**Signal wires on met1**

Cells faint in the background.
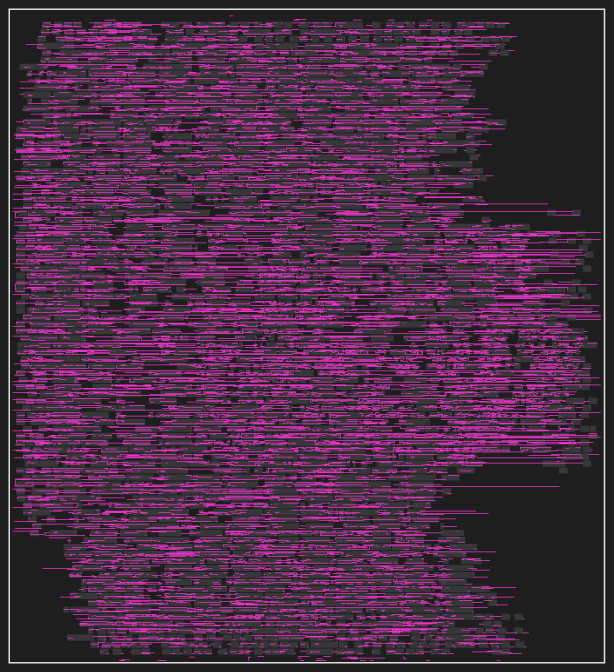
**Met2 routing**

Scale bar: 50 µm.
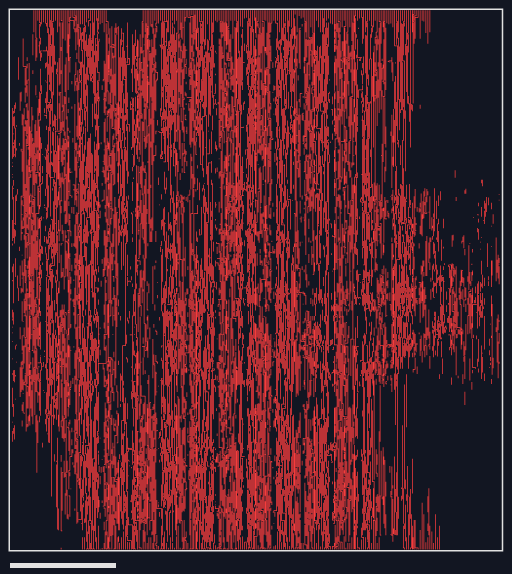
## src/rtl/uart_pkg.sv

```systemverilog
// Shared definitions for the UART command parser: command byte layout,
// ACK/NAK codes, and the parser and transmit-feeder state encodings.
package uart_pkg;

   localparam int RD_BIT   = 7;
   localparam int ADDR_MSB = 6;

   localparam logic [7:0] ACK = 8'h06;
   localparam logic [7:0] NAK = 8'h15;

   typedef enum logic [2:0] {
      S_IDLE,
      S_DATA,
      S_CHK,
      S_COMMIT,
      S_RD_LOAD,
      S_TX
   } parser_state_t;

   typedef enum logic [1:0] {
      F_IDLE,
      F_REQ,
      F_DONE
   } feed_state_t;

endpackage

```

## src/rtl/uart_tx_feeder.sv

```systemverilog
// Sends a multi-byte word LSB first through the UART transmit handshake,
// one byte per request/busy cycle; start launches, done pulses at the end.
module uart_tx_feeder
   import uart_pkg::*;
#(
   parameter int W = 40
) (
   input  logic         clk,
   input  logic         rst,
   input  logic         start,
   input  logic [W-1:0] data,
   input  logic [7:0]   nbytes,
   input  logic         tx_busy,
   output logic         tx_transmit,
   output logic [7:0]   tx_byte,
   output logic         done
);

   feed_state_t  state;
   logic [W-1:0] shift;
   logic [7:0]   cnt;
   logic [7:0]   nb;

   always_ff @(posedge clk) begin
      if (rst) begin
         state       <= F_IDLE;
         shift       <= '0;
         cnt         <= '0;
         nb          <= '0;
         tx_transmit <= 1'b0;
         tx_byte     <= '0;
         done        <= 1'b0;
      end else begin
         done <= 1'b0;
         case (state)
            F_IDLE: begin
               if (start && nbytes != 8'd0) begin
                  shift       <= data;
                  nb          <= nbytes;
                  cnt         <= '0;
                  tx_byte     <= data[7:0];
                  tx_transmit <= 1'b1;
                  state       <= F_REQ;
               end
            end
            // Request drops as soon as busy is seen so the transmitter's
            // recover state releases after exactly one byte.
            F_REQ: begin
               if (tx_busy) begin
                  tx_transmit <= 1'b0;
                  state       <= F_DONE;
               end
            end
            F_DONE: begin
               if (!tx_busy) begin
                  shift <= shift >> 8;
                  cnt   <= cnt + 8'd1;
                  if ((cnt + 8'd1) < nb) begin
                     tx_byte     <= shift[15:8];
                     tx_transmit <= 1'b1;
                     state       <= F_REQ;
                  end else begin
                     done  <= 1'b1;
                     state <= F_IDLE;
                  end
               end
            end
            default: state <= F_IDLE;
         endcase
      end
   end

endmodule

```

## src/rtl/uart_cmd_parser.sv

```systemverilog
// Decodes UART command frames into register-bank writes and read replies.
// Optional trailing XOR checksum with ACK/NAK when UART_CMD_CHECKSUM_EN is defined.
module uart_cmd_parser
   import uart_pkg::*;
#(
   parameter int NREG           = 16,
   parameter int REG_W          = 32,
   parameter int TIMEOUT_CYCLES = 12000
) (
   input  logic                  clk,
   input  logic                  rst,
   input  logic                  rx_received,
   input  logic [7:0]            rx_byte,
   input  logic                  rx_error,
   output logic                  tx_transmit,
   output logic [7:0]            tx_byte,
   input  logic                  tx_busy,
   output logic [NREG*REG_W-1:0] regs_flat,
   output logic                  wr_strobe,
   output logic [6:0]            wr_addr,
   output logic                  frame_err
);

   localparam int NB = REG_W / 8;
   localparam int TW = $clog2(TIMEOUT_CYCLES + 1);
   localparam int FW = REG_W + 8;
   localparam int AW = (NREG > 1) ? $clog2(NREG) : 1;

`ifdef UART_CMD_CHECKSUM_EN
   localparam parser_state_t AFTER_DATA = S_CHK;
`else
   localparam parser_state_t AFTER_DATA = S_COMMIT;
`endif

   parser_state_t    state;
   logic [6:0]       addr;
   logic [REG_W-1:0] asm_data;
   logic [7:0]       cnt;
   logic [TW-1:0]    timer;
   logic [REG_W-1:0] regs [NREG];

   logic             feed_start;
   logic [FW-1:0]    feed_data;
   logic [7:0]       feed_nb;
   logic             feed_done;

   logic             addr_ok;
   logic             timed_out;
   logic [REG_W-1:0] rd_val;

`ifdef UART_CMD_CHECKSUM_EN
   logic             is_rd;
   logic [7:0]       csum;
   logic [7:0]       rd_xor;

   always_comb begin
      rd_xor = '0;
      for (int unsigned i = 0; i < NB; i++) rd_xor = rd_xor ^ rd_val[i*8 +: 8];
   end
`endif

   assign addr_ok   = int'(addr) < NREG;
   assign timed_out = (timer == TW'(TIMEOUT_CYCLES - 1));
   assign rd_val    = addr_ok ? regs[addr[AW-1:0]] : '0;

   always_comb begin
      regs_flat = '0;
      for (int unsigned i = 0; i < NREG; i++) regs_flat[i*REG_W +: REG_W] = regs[i];
   end

   always_ff @(posedge clk) begin
      if (rst) begin
         state      <= S_IDLE;
         addr       <= '0;
         asm_data   <= '0;
         cnt        <= '0;
         timer      <= '0;
         wr_strobe  <= 1'b0;
         wr_addr    <= '0;
         frame_err  <= 1'b0;
         feed_start <= 1'b0;
         feed_data  <= '0;
         feed_nb    <= '0;
         for (int unsigned i = 0; i < NREG; i++) regs[i] <= '0;
`ifdef UART_CMD_CHECKSUM_EN
         is_rd      <= 1'b0;
         csum       <= '0;
`endif
      end else begin
         wr_strobe  <= 1'b0;
         frame_err  <= 1'b0;
         feed_start <= 1'b0;
         case (state)
            S_IDLE: begin
               if (rx_error) begin
                  frame_err <= 1'b1;
               end else if (rx_received) begin
                  addr  <= rx_byte[ADDR_MSB:0];
                  cnt   <= '0;
                  timer <= '0;
`ifdef UART_CMD_CHECKSUM_EN
                  is_rd <= rx_byte[RD_BIT];
                  csum  <= rx_byte;
                  state <= rx_byte[RD_BIT] ? S_CHK : S_DATA;
`else
                  state <= rx_byte[RD_BIT] ? S_RD_LOAD : S_DATA;
`endif
               end
            end
            // Bytes shift in from the top so the first byte lands at the LSB.
            S_DATA: begin
               if (rx_error) begin
                  frame_err <= 1'b1;
                  state     <= S_IDLE;
               end else if (rx_received) begin
                  timer    <= '0;
                  asm_data <= (asm_data >> 8) | (REG_W'(rx_byte) << (REG_W - 8));
                  cnt      <= cnt + 8'd1;
`ifdef UART_CMD_CHECKSUM_EN
                  csum     <= csum ^ rx_byte;
`endif
                  if (cnt == 8'(NB - 1)) state <= AFTER_DATA;
               end else if (timed_out) begin
                  frame_err <= 1'b1;
                  state     <= S_IDLE;
               end else begin
                  timer <= timer + TW'(1);
               end
            end
`ifdef UART_CMD_CHECKSUM_EN
            S_CHK: begin
               if (rx_error) begin
                  frame_err <= 1'b1;
                  state     <= S_IDLE;
               end else if (rx_received) begin
                  timer <= '0;
                  if (rx_byte == csum) begin
                     state <= is_rd ? S_RD_LOAD : S_COMMIT;
                  end else begin
                     frame_err  <= 1'b1;
                     feed_start <= 1'b1;
                     feed_data  <= FW'(NAK);
                     feed_nb    <= 8'd1;
                     state      <= S_TX;
                  end
               end else if (timed_out) begin
                  frame_err <= 1'b1;
                  state     <= S_IDLE;
               end else begin
                  timer <= timer + TW'(1);
               end
            end
`endif
            S_COMMIT: begin
               if (addr_ok) begin
                  regs[addr[AW-1:0]] <= asm_data;
                  wr_strobe          <= 1'b1;
                  wr_addr            <= addr;
               end else begin
                  frame_err <= 1'b1;
               end
`ifdef UART_CMD_CHECKSUM_EN
               // An out-of-range write with a good checksum is still refused.
               feed_start <= 1'b1;
               feed_data  <= FW'(addr_ok ? ACK : NAK);
               feed_nb    <= 8'd1;
               state      <= S_TX;
`else
               state <= S_IDLE;
`endif
            end
            S_RD_LOAD: begin
               frame_err  <= !addr_ok || rx_received;
               feed_start <= 1'b1;
`ifdef UART_CMD_CHECKSUM_EN
               feed_data  <= {rd_xor, rd_val};
               feed_nb    <= 8'(NB + 1);
`else
               feed_data  <= FW'(rd_val);
               feed_nb    <= 8'(NB);
`endif
               state      <= S_TX;
            end
            S_TX: begin
               if (rx_received) frame_err <= 1'b1;
               if (feed_done) state <= S_IDLE;
            end
            default: state <= S_IDLE;
         endcase
      end
   end

   uart_tx_feeder #(
      .W (FW)
   ) u_feeder (
      .clk         (clk),
      .rst         (rst),
      .start       (feed_start),
      .data        (feed_data),
      .nbytes      (feed_nb),
      .tx_busy     (tx_busy),
      .tx_transmit (tx_transmit),
      .tx_byte     (tx_byte),
      .done        (feed_done)
   );

endmodule

```

## config.mk

```make
export PLATFORM = sky130hd
export DESIGN_NAME = uart_cmd_parser
export DESIGN_NICKNAME = d
export VERILOG_FILES = /design/src/rtl/uart_pkg.sv /design/src/rtl/uart_tx_feeder.sv /design/src/rtl/uart_cmd_parser.sv
export SDC_FILE = /design/constraint.sdc
export NUM_CORES = 1
export LEC_CHECK = 0
export ABC_AREA = 0
export CAP_MARGIN = 20
export CORE_ASPECT_RATIO = 1.1
export CORE_MARGIN = 2
export CORE_UTILIZATION = 51
export CTS_CLUSTER_DIAMETER = 80
export DETAILED_ROUTE_END_ITERATION = 8
export PLACE_DENSITY = 0.89
export SLEW_MARGIN = 20
export SYNTH_ARGS = -nofsm -noshare
export SYNTH_HDL_FRONTEND = slang
export SYNTH_SLANG_ARGS = --single-unit
export TNS_END_PERCENT = 100
```

## constraint.sdc

```tcl
create_clock -name clk -period 2.5 [get_ports clk]
set_input_delay 0.25 -clock clk [delete_from_list [all_inputs] [get_ports clk]]
set_output_delay 0.25 -clock clk [all_outputs]
set_load 0.03 [all_outputs]
```

==> results.ini <==
[final_timing]
clock_skew_ns=0.0312
setup_viol=0
hold_slack_ns=0.258
finalHoldViolations=0
slew_headroom_pct=48.6
fin_crit_ns=2.43
fmax_mhz=412
rsz0062_at_grt=false
tightest_slew_ns=0.770
period_used_pct=97.0
setup_tns_ns=0
drv_slew=0

[job]
maxCapViolations=0
warnings=26

[clock_tree]
postCtsSetupBuffers=0
htree_levels=3
worstSkewPairLatency_ns=0.62
cts_buffers=68
clockRootBuffer=clkbuf_16
cts_tree=built
cts-hold-fix-buffers=1
path_clk_slew_ns=0.06
cts_resized=0
clock_sinks=668
cts_buffer_depth=3

[critical_path]
endpoint_kind=flop
cp-startpoint=state[0]$_SDFFE_PP0P_
r2r_cells=6
worstSetupPathType=flop to flop
required_ns=2.97
cp.arrival_ns=2.89
r2r_start=state[0]$_SDFFE_PP0P_
crit_fanout=33
worstSetupStartpointType=flop

[yosys]
synthCells=2047
synthAdderAreaFrac_pct=0.129
xor_share_pct=0.331
avgSynthCellArea_um2=14.2
edf_count=512
yosys_area_um2=29100
synth.yosys.num_cells=2047
ys_seq_share_pct=63.5
synth_warnings=0
yosysUniqueCellTypes=58
ff_type=edfxtp_1
aoi_share_pct=4.16
async_reset_ff_share_pct=0
top_logic_kind=simple AND/OR/NAND/NOR gates
yosys.area_share.simple_pct=16.2
synth_area_um2=29100
synth.net_count=2063
ys_ff=668
ys_sh_mux_pct=13.1

[global_routing]
grt_start_max_net_pins=58
grt_pass1_vias=21617
antenna_found_initial=5
grt_pass1_wl_um=154000
grt.total_usage_pct=36.9
grt-ovfl-total=0

[drt]
viasPerCell=6.40
first_pass_iters=6
met1_length_um=36000
drc_errors=0
wl_per_cell_um=32.5
drtIter0Drc=3274
top_layer=met5
ant_nets=0
wl_met2_um=52000
wl_met3_um=14400

[placement]
place.gp.congestion=0.958
numPlacedInstances=3252
port-buffer-count=542
placedInstanceArea_um2=36000
dp_hpwl_um=74700

[floorplanning]
num_rows=91
core_um2=56200
fp_util_pct=51.8
die_x_um=232
dieHeight_um=255
io_pins=543
dieArea_um2=59100

[finish]
area_delta_synth_final_pct=31.4
fin_area_um2=38300
drive_gt1_share_pct=15.7
nets=2595
final_cells=3384

[power]
p_leak_nw=13.3
powerDensity_nw_per_um2=680
total_power_mw=26.0
ir_worst_vdd_mv=0.501

[worst_hold_path]
min_path_type=input port to flop
hp-start=rx_byte[5]
hold_depth=3

[outcome]
status=finished clean

About 'signal wires on met1':
wire length on this layer = 36.0 mm
longest straight run = 57.0 µm
main direction = horizontal
nets with wire on the layer = 2444
share of all routed wire = 33%

About 'met2 routing':
main direction = vertical
share of all routed wire = 47%
nets with wire on the layer = 2375
wire length on this layer = 52.0 mm
aggregate routed wire length: 110000 µm
GR Util met2: 57.7%
vias: 21647

-- cells in the mapped netlist (8+ instances only) --
master,number,area (µm²)
a21oi_1,65,325
mux2_2,9,101
nand3_1,8,40.0
a22oi_1,10,75.1
nor2_1,81,304
buf_1,9,33.8
dfxtp_1,156,3120
mux2i_1,12,120
and2_1,515,3220
o21ai_0,11,55.1
buf_4,13,97.6
nand2b_1,10,62.6
a32o_1,32,320
nor2b_1,12,75.1
nor3b_1,9,67.6
clkbuf_1,144,541
nand2_1,131,492
mux4_2,160,3600
edfxtp_1,512,15400
xnor2_1,9,78.8
a311oi_1,22,193
nor3_1,12,60.1
or2_2,18,113
-- worst max-delay path, stage by stage, from the launching register on --
cell,delay [ns]
dfxtp_1,0.35
nor2b_1,0.26
and3_1,0.36
nand2_1,0.33
nor2_4,0.19
buf_4,0.49
and2_1,0.23
-- state kept, by name, summed over array words and instances (netlist names), named ones only --
name,flops
u_feeder.done,1
u_feeder.tx_byte,8
timer,14
frame_err,1
regs,512
u_feeder.cnt,8
u_feeder.shift,24
addr,7
feed_start,1
feed_nb,1
u_feeder.state,2
wr_addr,7
state,3
cnt,8
u_feeder.tx_transmit,1
u_feeder.nb,1
feed_data,32
asm_data,32
wr_strobe,1
-- metal layers --
layer	track usage, %	up-vias
li1	-	8575
met5	0	-
met4	23.2	4
met1	45.9	10692
met3	9.95	456
met2	57.7	1920
-- layout make-up --
class | instances | area (µm²)
Tap cell | 744 | 931
Fill cell | 3728 | 17900
Clock inverter | 38 | 404
Inverter | 7 | 26.3
Sequential cell | 668 | 18500
Multi-Input combinational cell | 1199 | 10100
Clock buffer | 88 | 1860
Antenna cell | 5 | 12.5
Timing Repair Buffer | 635 | 6500
-- placed cells by master (no fill, tap or decap), types with 4 or more instances in the layout --
master             n
clkdlybuf4s50_1  541
and2_1           515
edfxtp_1         512
mux4_2           160
dfxtp_1          152
nand2_1          131
clkbuf_16         71
nor2_1            67
a21oi_1           63
buf_4             63
a32o_1            32
buf_12            30
a311oi_1          22
or2_2             18
clkbuf_1          15
nor2_4            14
mux2i_1           12
nor2b_1           11
o21ai_0           11
clkinv_1          11
nand2b_1          10
nor3_1            10
a22oi_1           10
nor3b_1            9
xnor2_1            9
mux2_2             9
clkinv_2           9
and3_1             7
nand3_1            7
nand3b_1           7
inv_1              7
bufinv_16          7
a211oi_1           6
diode_2            5
or3_1              5
a2111oi_0          5
nand4_1            4
inv_6              4
-- metrics by stage --
step                      utilization, %  worst slack [ns]
after detailed placement            64.0             0.187
after CTS                           68.1             0.157
after global routing                68.1         0.0000919
final                               68.1            0.0739
after floorplan                        -             0.247
after global placement              64.0             0.208
-- final timing paths --
check / endpoint / slack (ns)
max: regs[7][5]$_SDFFCE_PN0P_ / 0.07
min: asm_data[29]$_SDFFE_PP0P_ / 0.26
max reg2reg: regs[7][5]$_SDFFCE_PN0P_ / 0.07
min reg2reg: feed_data[1]$_SDFFE_PP0P_ / 0.47
-- power breakdown --
group / internal [mW] / switching, mW
Clock: 6.03 / 4.45
Sequential: 12.3 / 0.400
Combinational: 1.17 / 1.71
Total: 19.5 / 6.55
Power figures rest on the tool's default switching activity, not on a simulated workload.
